$ cat config.mk
export PLATFORM = sky130hd
export DESIGN_NAME = simon_ks_stream
export DESIGN_NICKNAME = d
export VERILOG_FILES = /design/src/rtl/simon_ks_stream.sv
export SDC_FILE = /design/constraint.sdc
export NUM_CORES = 1
export LEC_CHECK = 0
export CORE_UTILIZATION = 55
export CTS_CLUSTER_SIZE = 30
export DETAILED_ROUTE_END_ITERATION = 16
export PLACE_DENSITY = 0.86
export SETUP_SLACK_MARGIN = 0.02
export SYNTH_ARGS = -nofsm -noshare
export SYNTH_HDL_FRONTEND = slang
export SYNTH_SLANG_ARGS = --single-unit
$ cat constraint.sdc
create_clock -name clk -period 8.73 [get_ports clk]
set_clock_uncertainty 0.2 [all_clocks]
set_input_delay 1.3095 -clock clk [delete_from_list [all_inputs] [get_ports clk]]
set_output_delay 1.3095 -clock clk [all_outputs]
set_load 0.01 [all_outputs]
$ cat src/rtl/simon_ks_stream.sv
// Simon key schedule: loads an m-word master key and streams one round key
// per valid/ready handshake, with round index, busy flag and a done pulse.
//
// Ports:
//   clk        in   rising-edge clock
//   rst        in   asynchronous active-high reset
//   start      in   1-cycle request: load key and (re)start the expansion
//   key        in   master key, word i = key[i*WORD_SIZE +: WORD_SIZE]
//   rkey       out  current round key (0 while idle)
//   rkey_valid out  rkey/rkey_idx hold a valid round key
//   rkey_ready in   consumer accepts rkey this cycle
//   rkey_idx   out  index of rkey, 0..NUM_ROUNDS-1 (0 while idle)
//   busy       out  expansion in progress
//   done       out  1-cycle pulse after the last round key is accepted
module simon_ks_stream #(
    parameter int WORD_SIZE  = 32,
    parameter int KEY_WORDS  = 4,
    parameter int NUM_ROUNDS = 44,
    parameter int Z_SEQ      = 3
) (
    input  logic                                clk,
    input  logic                                rst,
    input  logic                                start,
    input  logic [WORD_SIZE*KEY_WORDS-1:0]      key,
    output logic [WORD_SIZE-1:0]                rkey,
    output logic                                rkey_valid,
    input  logic                                rkey_ready,
    output logic [$clog2(NUM_ROUNDS+1)-1:0]     rkey_idx,
    output logic                                busy,
    output logic                                done
);

    localparam int N     = WORD_SIZE;
    localparam int M     = KEY_WORDS;
    localparam int IDX_W = $clog2(NUM_ROUNDS + 1);

    localparam logic [IDX_W-1:0] LAST_IDX = IDX_W'(NUM_ROUNDS - 1);
    localparam logic [N-1:0]     C_CONST  = ~N'(3);

    // Leftmost listed bit is sequence bit 0, i.e. literal bit 61.
    localparam logic [61:0] Z0 =
        62'b11111010001001010110000111001101111101000100101011000011100110;
    localparam logic [61:0] Z1 =
        62'b10001110111110010011000010110101000111011111001001100001011010;
    localparam logic [61:0] Z2 =
        62'b10101111011100000011010010011000101000010001111110010110110011;
    localparam logic [61:0] Z3 =
        62'b11011011101011000110010111100000010010001010011100110100001111;
    localparam logic [61:0] Z4 =
        62'b11010001111001101011011000100000010111000011001010010011101111;

    localparam logic [61:0] Z_TAB =
        (Z_SEQ == 0) ? Z0 :
        (Z_SEQ == 1) ? Z1 :
        (Z_SEQ == 2) ? Z2 :
        (Z_SEQ == 3) ? Z3 : Z4;

    if (KEY_WORDS < 2 || KEY_WORDS > 4) begin : g_bad_m
        $error("simon_ks_stream: KEY_WORDS must be 2, 3 or 4");
    end
    if (NUM_ROUNDS < 1 || NUM_ROUNDS > 72) begin : g_bad_t
        $error("simon_ks_stream: NUM_ROUNDS must be 1..72");
    end
    if (Z_SEQ < 0 || Z_SEQ > 4) begin : g_bad_z
        $error("simon_ks_stream: Z_SEQ must be 0..4");
    end
    if (WORD_SIZE != 16 && WORD_SIZE != 24 && WORD_SIZE != 32 &&
        WORD_SIZE != 48 && WORD_SIZE != 64) begin : g_bad_n
        $error("simon_ks_stream: WORD_SIZE must be 16/24/32/48/64");
    end

    typedef enum logic {
        IDLE = 1'b0,
        RUN  = 1'b1
    } state_t;

    state_t                state, state_n;
    logic [M-1:0][N-1:0]   kreg, kreg_n;
    logic [IDX_W-1:0]      cnt, cnt_n;
    logic [5:0]            zidx, zidx_n;
    logic                  done_n;

    logic [N-1:0]          tmp_a;
    logic [N-1:0]          tmp_b;
    logic [N-1:0]          knew;
    logic                  zbit;

    function automatic logic [N-1:0] ror(input logic [N-1:0] x,
                                         input int j);
        return (x >> j) | (x << (N - j));
    endfunction

    // Next key word; kreg[0] is the oldest word (the key being output).
    always_comb begin
        tmp_a = ror(kreg[M-1], 3);
        if (M == 4) begin
            tmp_a = tmp_a ^ kreg[1];
        end
        tmp_b = tmp_a ^ ror(tmp_a, 1);
        zbit  = Z_TAB[6'd61 - zidx];
        knew  = kreg[0] ^ tmp_b ^ N'(zbit) ^ C_CONST;
    end

    always_comb begin
        state_n = state;
        kreg_n  = kreg;
        cnt_n   = cnt;
        zidx_n  = zidx;
        done_n  = 1'b0;
        unique case (state)
            IDLE: begin
                if (start) begin
                    kreg_n  = key;
                    cnt_n   = '0;
                    zidx_n  = '0;
                    state_n = RUN;
                end
            end
            RUN: begin
                // A restart wins over a same-cycle handshake.
                if (start) begin
                    kreg_n  = key;
                    cnt_n   = '0;
                    zidx_n  = '0;
                    state_n = RUN;
                end else if (rkey_ready) begin
                    kreg_n = {knew, kreg[M-1:1]};
                    cnt_n  = cnt + 1'b1;
                    zidx_n = (zidx == 6'd61) ? 6'd0 : zidx + 6'd1;
                    if (cnt == LAST_IDX) begin
                        state_n = IDLE;
                        done_n  = 1'b1;
                    end
                end
            end
            default: begin
                state_n = IDLE;
            end
        endcase
    end

    always_ff @(posedge clk or posedge rst) begin
        if (rst) begin
            state <= IDLE;
            kreg  <= '0;
            cnt   <= '0;
            zidx  <= '0;
            done  <= 1'b0;
        end else begin
            state <= state_n;
            kreg  <= kreg_n;
            cnt   <= cnt_n;
            zidx  <= zidx_n;
            done  <= done_n;
        end
    end

    always_comb begin
        rkey_valid = (state == RUN);
        busy       = (state == RUN);
        rkey       = rkey_valid ? kreg[0] : '0;
        rkey_idx   = rkey_valid ? cnt : '0;
    end

endmodule

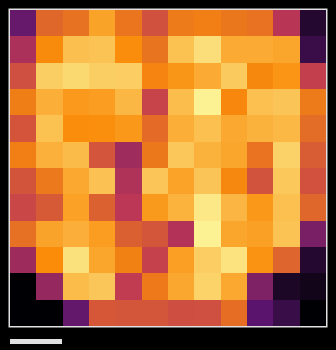
Fig. 1. Cell density map.
The bar under the picture is 20 um long. The die is cut into 12 by 12 equal tiles; black is low, pale yellow is high, 0 to 100% covered.
49% of the tiles are over 75% full. The fullest tile reaches 97%. The mean over all tiles is 68%.
core area: 13900 sq um
Initial Utilization: 56.4%
Final Util: 73.5%

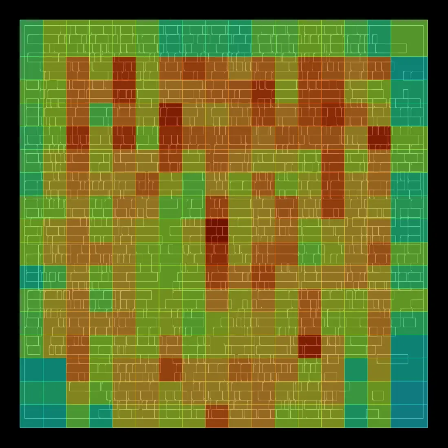
Fig. 2. Congestion heat map.
routed length per instance: 16.1 um
GR met2 Demand/Resource: 43.7%
met3 usage: 5.92%

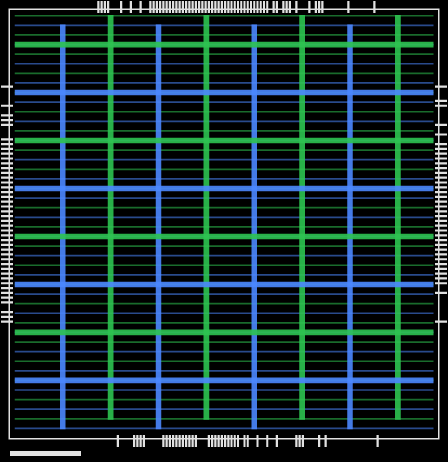
Fig. 3. Floorplan with the power grid.
The bar under the picture is 20 um long. Pins as bars on the die edge.
Key: blue = VSS; green = VDD
173 signal pins sit on the boundary. 8 straps on met4. 44 met1 rails follow the rows. The core has 43 rows. 8 straps on met5.

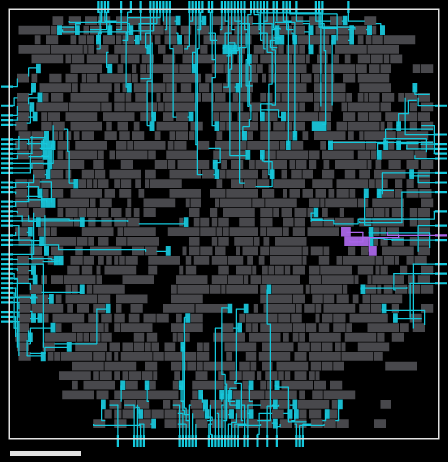
Fig. 4. Wires at chosen ports, followed through buffers.
The bar under the picture is 20 um long.
Key: purple = `rkey_ready` [bits 1, direction input, end cells 4, buffers 1, wire 41.1 um]; cyan = `key` [bits 128, direction input, end cells 128, buffers 128, wire 2680 um]

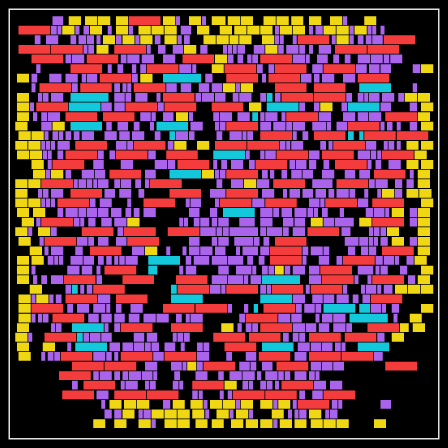
Fig. 5. Placed cells, one color a class.
Key: yellow = remaining buffers and delay cells [cells 176]; cyan = clock drivers and dummy loads [cells 32]; red = registers [cells 142]; purple = remaining logic cells [cells 627]
FP Rows: 43
sequential share of cell area: 34.9%

==> flow_summary_export.csv <==
group,metric,value,unit
finish,diodes,0,
setup_path,path_class,"in2reg",
timing,tightest_slew,1.17,ns
global_route,grt_pass1_vias,6008,
timing,min_period,3.85,ns
detailed_routing,drtAntennaViolNets,0,
clocking,cts_made_buffers,17,
detailed_routing,vias,6225,
run_status,status,"finished clean",
synthesis,synth-async-reset-ratio,100,%
global_route,overflow,0,
synthesis,syn-cell-area,7830,sq um
timing,hold_slack,0.363,ns
synthesis,numSynthFlops,142,
setup_path,slowest_stage,"buf_4",
die,die_x,121,um
synthesis,edf_count,0,
detailed_routing,wirelength,18600,um
timing,setup_viol,0,
global_route,grt_pass1_wl,29800,um
finish,fin_nets,1107,
power_and_ir_drop,power_density,216,nW/um^2
-- metal layers --
metal	vias to the layer above	global-route usage [%]	share of wire, %
li1	3039	-	-
met1	2988	35.1	44
met2	182	43.7	50
met3	16	5.92	5.1
met4	0	6.25	0.85
met5	-	0	0
-- where the power goes --
part           internal (mW)  switching [mW]  total, mW
logic                  0.337           0.289      0.626
registers              0.743          0.0857      0.829
clock network          0.474           0.271      0.745
total                   1.55           0.645       2.20
-- final timing paths --
path / from / to / depth (start not counted)
max: rkey_ready / kreg[126]$_DFFE_PP0P_ / 6
min: kreg[78]$_DFFE_PP0P_ / kreg[78]$_DFFE_PP0P_ / 2
max reg2reg: busy$_DFF_PP0_ / kreg[126]$_DFFE_PP0P_ / 6
min reg2reg: kreg[78]$_DFFE_PP0P_ / kreg[78]$_DFFE_PP0P_ / 2
max in group asynchronous: rst / kreg[67]$_DFFE_PP0P_ / 3
min in group asynchronous: rst / kreg[8]$_DFFE_PP0P_ / 2
-- worst min-delay path, stage by stage (launching register included) --
cell and delay [ns]:
dfrtp_1 0.33, mux2i_1 0.07, o21ai_0 0.13
-- cells in the final DEF, fill, tap and decap left out, drive strengths merged, types with 3 or more instances in the layout --
cell	synthesis	final
clkdlybuf4s50	0	171
xnor2	99	99
nand2	136	136
xor2	10	10
nor2	39	39
and2	39	39
dfrtp	142	142
nand3	5	5
clkinv	0	8
o21ai	131	131
ha	11	11
mux2i	99	99
a21oi	35	35
bufinv	0	4
nand4	3	3
clkbuf	40	19
buf	16	5
inv	3	3
-- area by class of cell --
| type | instances | area (sq um) |
|---|---|---|
| clock buffer | 19 | 433 |
| inverter | 3 | 16.3 |
| clock inverter | 13 | 171 |
| timing repair buffer | 176 | 1750 |
| multi-input combinational | 624 | 4040 |
| tap | 180 | 225 |
| fill | 1006 | 3680 |
| sequential | 142 | 3550 |
-- registers in the layout (all words and copies together) (netlist names) --
register and cells:
busy 1, done 1, kreg 128, zidx 6
cnt 6
-- cells by family (layout without fill, tap and decap cells) --
kind of cell,after synthesis,count (layout),synth area share (%)
AND/OR/NAND/NOR,230,230,12.8
XOR/XNOR,109,109,12.3
AND-OR/OR-AND,172,172,11.4
flip-flops,142,142,45.4
multiplexers,102,102,13.3
adder cells (fa/ha/maj),11,11,1.76
buffers and inverters,59,211,3.08
Power figures rest on the tool's default switching activity, not on a simulated workload.
